## src/rtl/hazard_pkg.sv

```systemverilog
// Shared stage constants and the in-flight producer slot type for the hazard scoreboard.
package hazard_pkg;
    localparam int STG_D    = 0;
    localparam int STG_E    = 1;
    localparam int STG_M    = 2;
    localparam int STG_W    = 3;
    localparam int RDY_ALU  = 1;
    localparam int RDY_LOAD = 2;

    // Slot fields are sized for the largest supported AW/SW; narrower values are zero-extended.
    localparam int SLOT_AW  = 8;
    localparam int SLOT_SW  = 4;

    typedef struct packed {
        logic               valid;
        logic [SLOT_AW-1:0] waddr;
        logic [SLOT_SW-1:0] rdy;
    } hz_slot_t;
endpackage

```

## src/rtl/hz_src_check.sv

```systemverilog
// Per-operand RAW check: the youngest in-flight producer of src decides whether D must wait.
import hazard_pkg::*;

module hz_src_check #(
    parameter int DEPTH = 3,
    parameter int AW    = 5,
    parameter int SW    = 2
) (
    input  hz_slot_t [DEPTH:1] slots_i,
    input  logic [AW-1:0]      src_i,
    input  logic [SW-1:0]      use_i,
    input  logic               en_i,
    output logic               stall_o
);

    always_comb begin
        stall_o = 1'b0;
        // Walk oldest to youngest so the lowest matching slot has the final say.
        for (int k = DEPTH; k >= 1; k--) begin
            if (slots_i[k].valid && (slots_i[k].waddr == SLOT_AW'(src_i)))
                stall_o = (k + int'(use_i)) <= int'(slots_i[k].rdy);
        end
        if (!en_i || (src_i == '0))
            stall_o = 1'b0;
    end

endmodule

```

## src/rtl/hazard_scoreboard.sv

```systemverilog
// Pipeline interlock: tracks in-flight GPR producers and a mul/div busy timer, raising stall for D.
import hazard_pkg::*;

module hazard_scoreboard #(
    parameter int AW     = 5,
    parameter int DEPTH  = 3,
    parameter int MD_LAT = 5,
    parameter int SW     = $clog2(DEPTH + 1)
) (
    input  logic          clk,
    input  logic          rst,
    input  logic          en,
    input  logic          d_valid,
    input  logic [AW-1:0] d_rs,
    input  logic [AW-1:0] d_rt,
    input  logic [SW-1:0] d_rs_use,
    input  logic [SW-1:0] d_rt_use,
    input  logic          d_rs_en,
    input  logic          d_rt_en,
    input  logic          d_wr_en,
    input  logic [AW-1:0] d_wr_addr,
    input  logic [SW-1:0] d_rdy,
    input  logic          d_md_start,
    input  logic          d_md_use,
    input  logic          flush_e,
    output logic          stall,
    output logic [2:0]    stall_cause,
    output logic          md_busy,
    output logic [31:0]   stall_cnt
);

    localparam int MW = $clog2(MD_LAT + 1);

    hz_slot_t [DEPTH:1] slots_q, slots_d;
    hz_slot_t           entry;
    logic [MW-1:0]      md_cnt_q, md_cnt_d;
    logic [31:0]        stall_cnt_q, stall_cnt_d;
    logic               rs_stall, rt_stall;

    hz_src_check #(.DEPTH(DEPTH), .AW(AW), .SW(SW)) u_rs_chk (
        .slots_i (slots_q),
        .src_i   (d_rs),
        .use_i   (d_rs_use),
        .en_i    (d_valid & d_rs_en),
        .stall_o (rs_stall)
    );

    hz_src_check #(.DEPTH(DEPTH), .AW(AW), .SW(SW)) u_rt_chk (
        .slots_i (slots_q),
        .src_i   (d_rt),
        .use_i   (d_rt_use),
        .en_i    (d_valid & d_rt_en),
        .stall_o (rt_stall)
    );

    assign md_busy     = (md_cnt_q != '0);
    assign stall_cause = {d_valid & d_md_use & md_busy, rt_stall, rs_stall};
    assign stall       = |stall_cause;
    assign stall_cnt   = stall_cnt_q;

    always_comb begin
        entry       = '0;
        entry.valid = d_valid & d_wr_en & (d_wr_addr != '0) & ~stall & ~flush_e;
        entry.waddr = SLOT_AW'(d_wr_addr);
        entry.rdy   = SLOT_SW'(d_rdy);

        slots_d = slots_q;
        if (en) begin
            for (int k = DEPTH; k >= 2; k--)
                slots_d[k] = slots_q[k-1];
            slots_d[1] = entry;
        end

        // The mul/div timer runs in wall-clock cycles, so only its load waits on en.
        md_cnt_d = md_cnt_q;
        if (d_md_start && d_valid && !stall && !flush_e && en)
            md_cnt_d = MW'(MD_LAT);
        else if (md_cnt_q != '0)
            md_cnt_d = md_cnt_q - MW'(1);

        stall_cnt_d = stall_cnt_q;
        if (en && stall && (stall_cnt_q != 32'hFFFF_FFFF))
            stall_cnt_d = stall_cnt_q + 32'd1;
    end

    always_ff @(posedge clk) begin
        if (rst) begin
            slots_q     <= '0;
            md_cnt_q    <= '0;
            stall_cnt_q <= '0;
        end else begin
            slots_q     <= slots_d;
            md_cnt_q    <= md_cnt_d;
            stall_cnt_q <= stall_cnt_d;
        end
    end

endmodule

```

## config.mk

```make
export PLATFORM = sky130hd
export DESIGN_NAME = hazard_scoreboard
export DESIGN_NICKNAME = d
export VERILOG_FILES = /design/src/rtl/hazard_pkg.sv /design/src/rtl/hz_src_check.sv /design/src/rtl/hazard_scoreboard.sv
export SDC_FILE = /design/constraint.sdc
export NUM_CORES = 1
export LEC_CHECK = 0
export CORE_AREA = 2 2 68 118
export CTS_CLUSTER_DIAMETER = 60
export CTS_CLUSTER_SIZE = 10
export DETAILED_ROUTE_END_ITERATION = 8
export DIE_AREA = 0 0 70 120
export PLACE_DENSITY = 0.79
export SLEW_MARGIN = 20
export SYNTH_ARGS = -nofsm -noshare
export SYNTH_HDL_FRONTEND = slang
export SYNTH_HIERARCHICAL = 1
export SYNTH_SLANG_ARGS = --single-unit
```

## constraint.sdc

```tcl
create_clock -name clk -period 6 [get_ports clk]
set_clock_uncertainty 0.05 [all_clocks]
set_input_delay 1.8 -clock clk [delete_from_list [all_inputs] [get_ports clk]]
set_output_delay 1.8 -clock clk [all_outputs]
set_load 0.01 [all_outputs]
```

Run 1, the metal 4 layer:
Cells faint in the background.
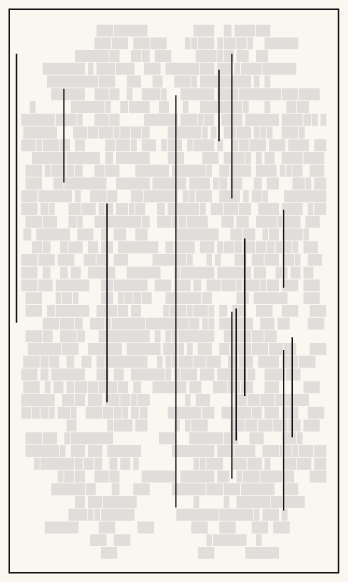
- share of all routed wire: 4.2%
- longest straight run: 87.7 um
- nets with wire on the layer: 11
- main direction: vertical
- wire length on this layer: 420 um
WL final: 10070 um
via count: 3579

Run 1, routing congestion:
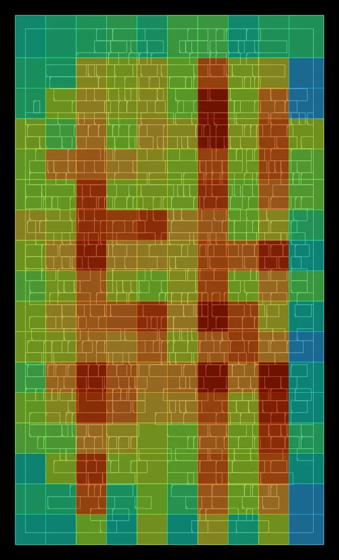
wire per inst: 15.56 um
met1 usage: 26.30%
met2 Resource Use GR: 46.79%

==> impl_metrics.yaml, run 1 <==
# generated from flow reports
run_status:
  status: "complete, no violations"
clock_tree:
  clk_pin_slew_worst_paths_ns: 0.05
  cts.sinks: 59
  cts_setup_buffers: 0
  post_cts_resized: 23
  htreeDepth: 3
yosys:
  synthArstFlopShare_pct: 0
  yosys.stat.seqShare_pct: 30.86
  synthCells: 437
  common_cells: "dfxtp_1, nor2_1, inv_1"
  yosysTopAreaCellShare_pct: 30.86
  ys.flop_type: "dfxtp_1"
  ys_seq_elements: 59
  mux_share_pct: 8.009
  edf_count: 0
  most_common_cell: "dfxtp_1"
  simple_gate_share_pct: 23.14
  topCellsByArea: "dfxtp_1, ha_1, mux2i_1"
  yosys_area_um2: 3827
  synthAoiAreaFrac_pct: 14.51
  top_area_cell: "dfxtp_1"
  synth_area_um2: 3827
  adder_share_pct: 8.500
pwr:
  power_w: 0.001207
  pg_seq_w: 0.000415
  p_clk_share_pct: 49.9
  leakagePower_nw: 2.085
  powerClk_w: 0.000602
  intPower_w: 0.0009172
  power_leader: "the clock network"
  power_density_nw_per_um2: 231.4
  power_frac_seq_pct: 34.4
  power.share.switching_pct: 24.03
final_layout:
  drive_gt1_share_pct: 13.95
  ff_count: 59
  flop_area_um2: 1181
  inv_count: 27
  combGateArea_um2: 2601
  clkCellAreaFrac_pct: 6.737
  sh_seq_area_pct: 22.63
  lay_top_count: "dfxtp_1"
  comb_cells: 360
  finish.utilization_pct: 69.94
  sh_comb_area_pct: 49.84
  num-clock-buffers: 10
  dominant_cells: "combinational gates"
  final_cells: 647
  lay_top_cells: "dfxtp_1, clkdlybuf4s50_1, nor2_1"
  buffers_excl_clock: 97
worst_setup_path:
  reg2reg_depth: 13
  r2r_start: "slots_q[14]$_SDFFE_PP0P_"
  critPathTopFamily: "simple AND/OR/NAND/NOR gates"
  crit_path_top_delay_cell: "clkdlybuf4s50_1"
  crit_required_ns: 4.15
  worstSetupEndpointType: "output port"
  critical_path_class: "input pin to output port"
  cp_max_fo: 4
  r2r_slack_ns: 2.51
  cp.depth: 9
  startpoint: "d_rt[4]"
  endpoint: "stall"
  crit_buf_inv: 2
route:
  top_layer: "met4"
  wl_met3_um: 456
  vias_per_cell: 5.532
  antenna_left: 0
  drt_iter0_drc: 200
  wl_met1_um: 3892
placed_design:
  dpl.cell_count: 630
  portBuffers: 67
  dpl.hpwl_um: 7420
  placed_cell_area_um2: 4825
  gp_congestion: 0.9135
global_route:
  grtUsageMet3_pct: 5.206
  grt_max_degree: 42
  antenna_found_initial: 0
  grt.busiest_layer: "met2"
flow_run:
  cap_violations: 0
  tool_warnings: 30
sta:
  setup_viol: 0
  finalCriticalPeriod_ns: 5.914
  drv_slew: 0
  fin_ws_ns: 0.08620
  fmax_mhz: 169.1
  finalHoldViolCount: 0
  slew_headroom_pct: 42.69
  tightest_slew_ns: 0.8596
floorplan:
  num_tap_cells: 88
  io_pins: 68
  die_area_um2: 8400
  fp_util_pct: 51.29
  rows: 42
hold_path:
  hold_path_startpoint: "slots_q[12]$_SDFFE_PP0P_"
  hold_class: "register to register"
  whs_endpoint: "slots_q[12]$_SDFFE_PP0P_"
  hold_depth: 2
Run 1, metal layers overlaid:
Two of the layers only.
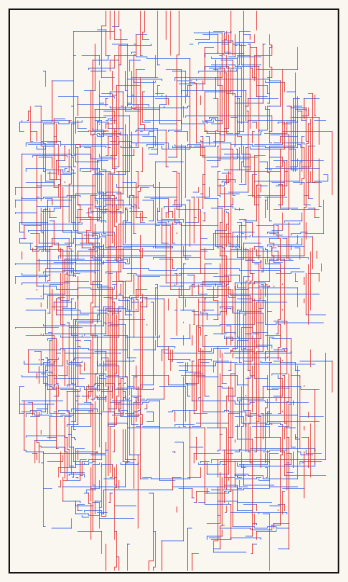
- metal 2: red (wire length 5300 um)
- metal 1: blue (wire length 3890 um)
Overall Global Routing Usage: 25.48%

Run 1, floorplan with the power grid:
Bar = 20 um. Pins as bars on the die edge. Tap cells in grey.
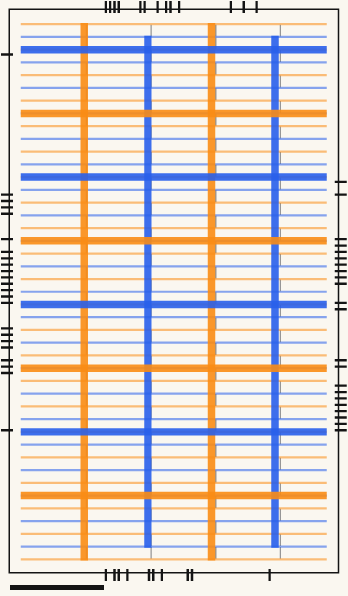
- VSS: orange
- VDD: blue
- tap cells: 88
- rows: 42
- met4 straps: 4
- met1 rails: 43
- signal pins: 68
peak supply drop: 0.1995 mV
Die H: 120 um
core box area: 7462 um2
Die W: 70 um

==> run 2, diff against run 1 <==
--- a/config.mk
+++ b/config.mk
@@ -11,7 +11,7 @@
 export DETAILED_ROUTE_END_ITERATION = 8
 export DIE_AREA = 0 0 70 120
 export PLACE_DENSITY = 0.79
-export SLEW_MARGIN = 20
+export SLEW_MARGIN = 10
 export SYNTH_ARGS = -nofsm -noshare
 export SYNTH_HDL_FRONTEND = slang
 export SYNTH_HIERARCHICAL = 1
Run 2, the metal 4 layer:
Cells faint in the background.
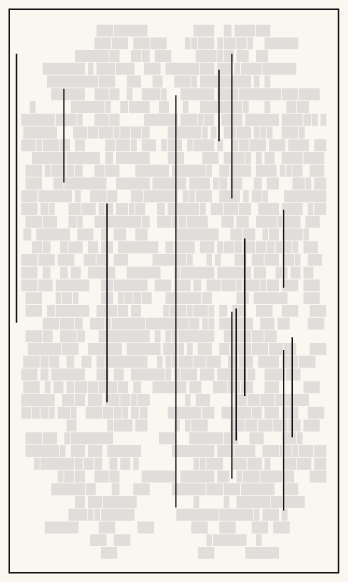
- share of all routed wire: 4.2%
- wire length on this layer: 420 um

Run 2, floorplan with the power grid:
Bar = 20 um. Pins as bars on the die edge. Tap cells in grey.
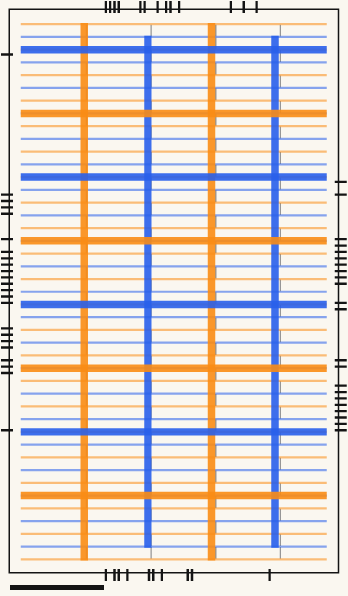
- VDD: blue
- VSS: orange
- tap cells: 88
- signal pins: 68

==> run 2 against run 1 <==
  * Global-route usage unchanged
  * Register-to-register slack is essentially flat
  * Critical path depth stayed put
  * Routed wire length unchanged
  * Critical path type unchanged
==> impl_metrics.yaml, run 2 <==
# generated from flow reports
route:
  wl_per_cell_um: 15.56
  top_layer: "met4"
  drt_iter0_drc: 200
  antenna_left: 0
  wl_met1_um: 3892
  routed-via-count: 3579
  wl_met3_um: 456
  vias_per_cell: 5.532
  drt-total-wl_um: 10070
clock_tree:
  cts_setup_buffers: 0
  clk_pin_slew_worst_paths_ns: 0.05
  post_cts_resized: 23
  htreeDepth: 3
  cts.sinks: 59
placed_design:
  placed_cell_area_um2: 4825
  dpl.hpwl_um: 7420
  gp_congestion: 0.9135
  dpl.cell_count: 630
  portBuffers: 67
worst_setup_path:
  critical_path_class: "input pin to output port"
  endpoint: "stall"
  r2r_start: "slots_q[14]$_SDFFE_PP0P_"
  cp.depth: 9
  critPathTopFamily: "simple AND/OR/NAND/NOR gates"
  reg2reg_depth: 13
  worstSetupEndpointType: "output port"
  cp_max_fo: 4
  startpoint: "d_rt[4]"
  r2r_slack_ns: 2.51
yosys:
  ys_seq_elements: 59
  synthAoiAreaFrac_pct: 14.51
  simple_gate_share_pct: 23.14
  synthArstFlopShare_pct: 0
  topCellsByArea: "dfxtp_1, ha_1, mux2i_1"
  common_cells: "dfxtp_1, nor2_1, inv_1"
  synthCells: 437
  adder_share_pct: 8.500
  yosys_area_um2: 3827
  mux_share_pct: 8.009
  yosys.stat.seqShare_pct: 30.86
  ys.flop_type: "dfxtp_1"
  top_area_cell: "dfxtp_1"
  yosysTopAreaCellShare_pct: 30.86
  edf_count: 0
sta:
  tightest_slew_ns: 0.8596
  finalCriticalPeriod_ns: 5.914
  setup_viol: 0
  slew_headroom_pct: 42.69
  fmax_mhz: 169.1
  finalHoldViolCount: 0
  drv_slew: 0
floorplan:
  die-height_um: 120
  rows: 42
  io_pins: 68
  core_um2: 7462
  num_tap_cells: 88
  die_area_um2: 8400
global_route:
  grt_use_total_pct: 25.48
  use_met2_pct: 46.79
  grt.busiest_layer: "met2"
  grtUsageMet3_pct: 5.206
  antenna_found_initial: 0
  grt_max_degree: 42
hold_path:
  hold_class: "register to register"
  hold_depth: 2
  hold_path_startpoint: "slots_q[12]$_SDFFE_PP0P_"
pwr:
  leakagePower_nw: 2.085
  intPower_w: 0.0009172
  power_leader: "the clock network"
  ir_drop_mv: 0.1995
  power_density_nw_per_um2: 231.4
  power_w: 0.001207
  pg_seq_w: 0.000415
  p_clk_share_pct: 49.9
  power.share.switching_pct: 24.03
flow_run:
  tool_warnings: 30
  cap_violations: 0
final_layout:
  final_cells: 647
  lay_top_count: "dfxtp_1"
  inv_count: 27
  flop_area_um2: 1181
  ff_count: 59
  sh_seq_area_pct: 22.63
  comb_cells: 360
  buffers_excl_clock: 97
  dominant_cells: "combinational gates"
  area_growth_pct: 36.35
  lay_top_cells: "dfxtp_1, clkdlybuf4s50_1, nor2_1"
  num-clock-buffers: 10
  finish.utilization_pct: 69.94
  largest_register_ffs: 32
  combGateArea_um2: 2601
  sh_comb_area_pct: 49.84
  drive_gt1_share_pct: 13.95
run_status:
  status: "complete, no violations"
Power and IR drop assume default switching activity.
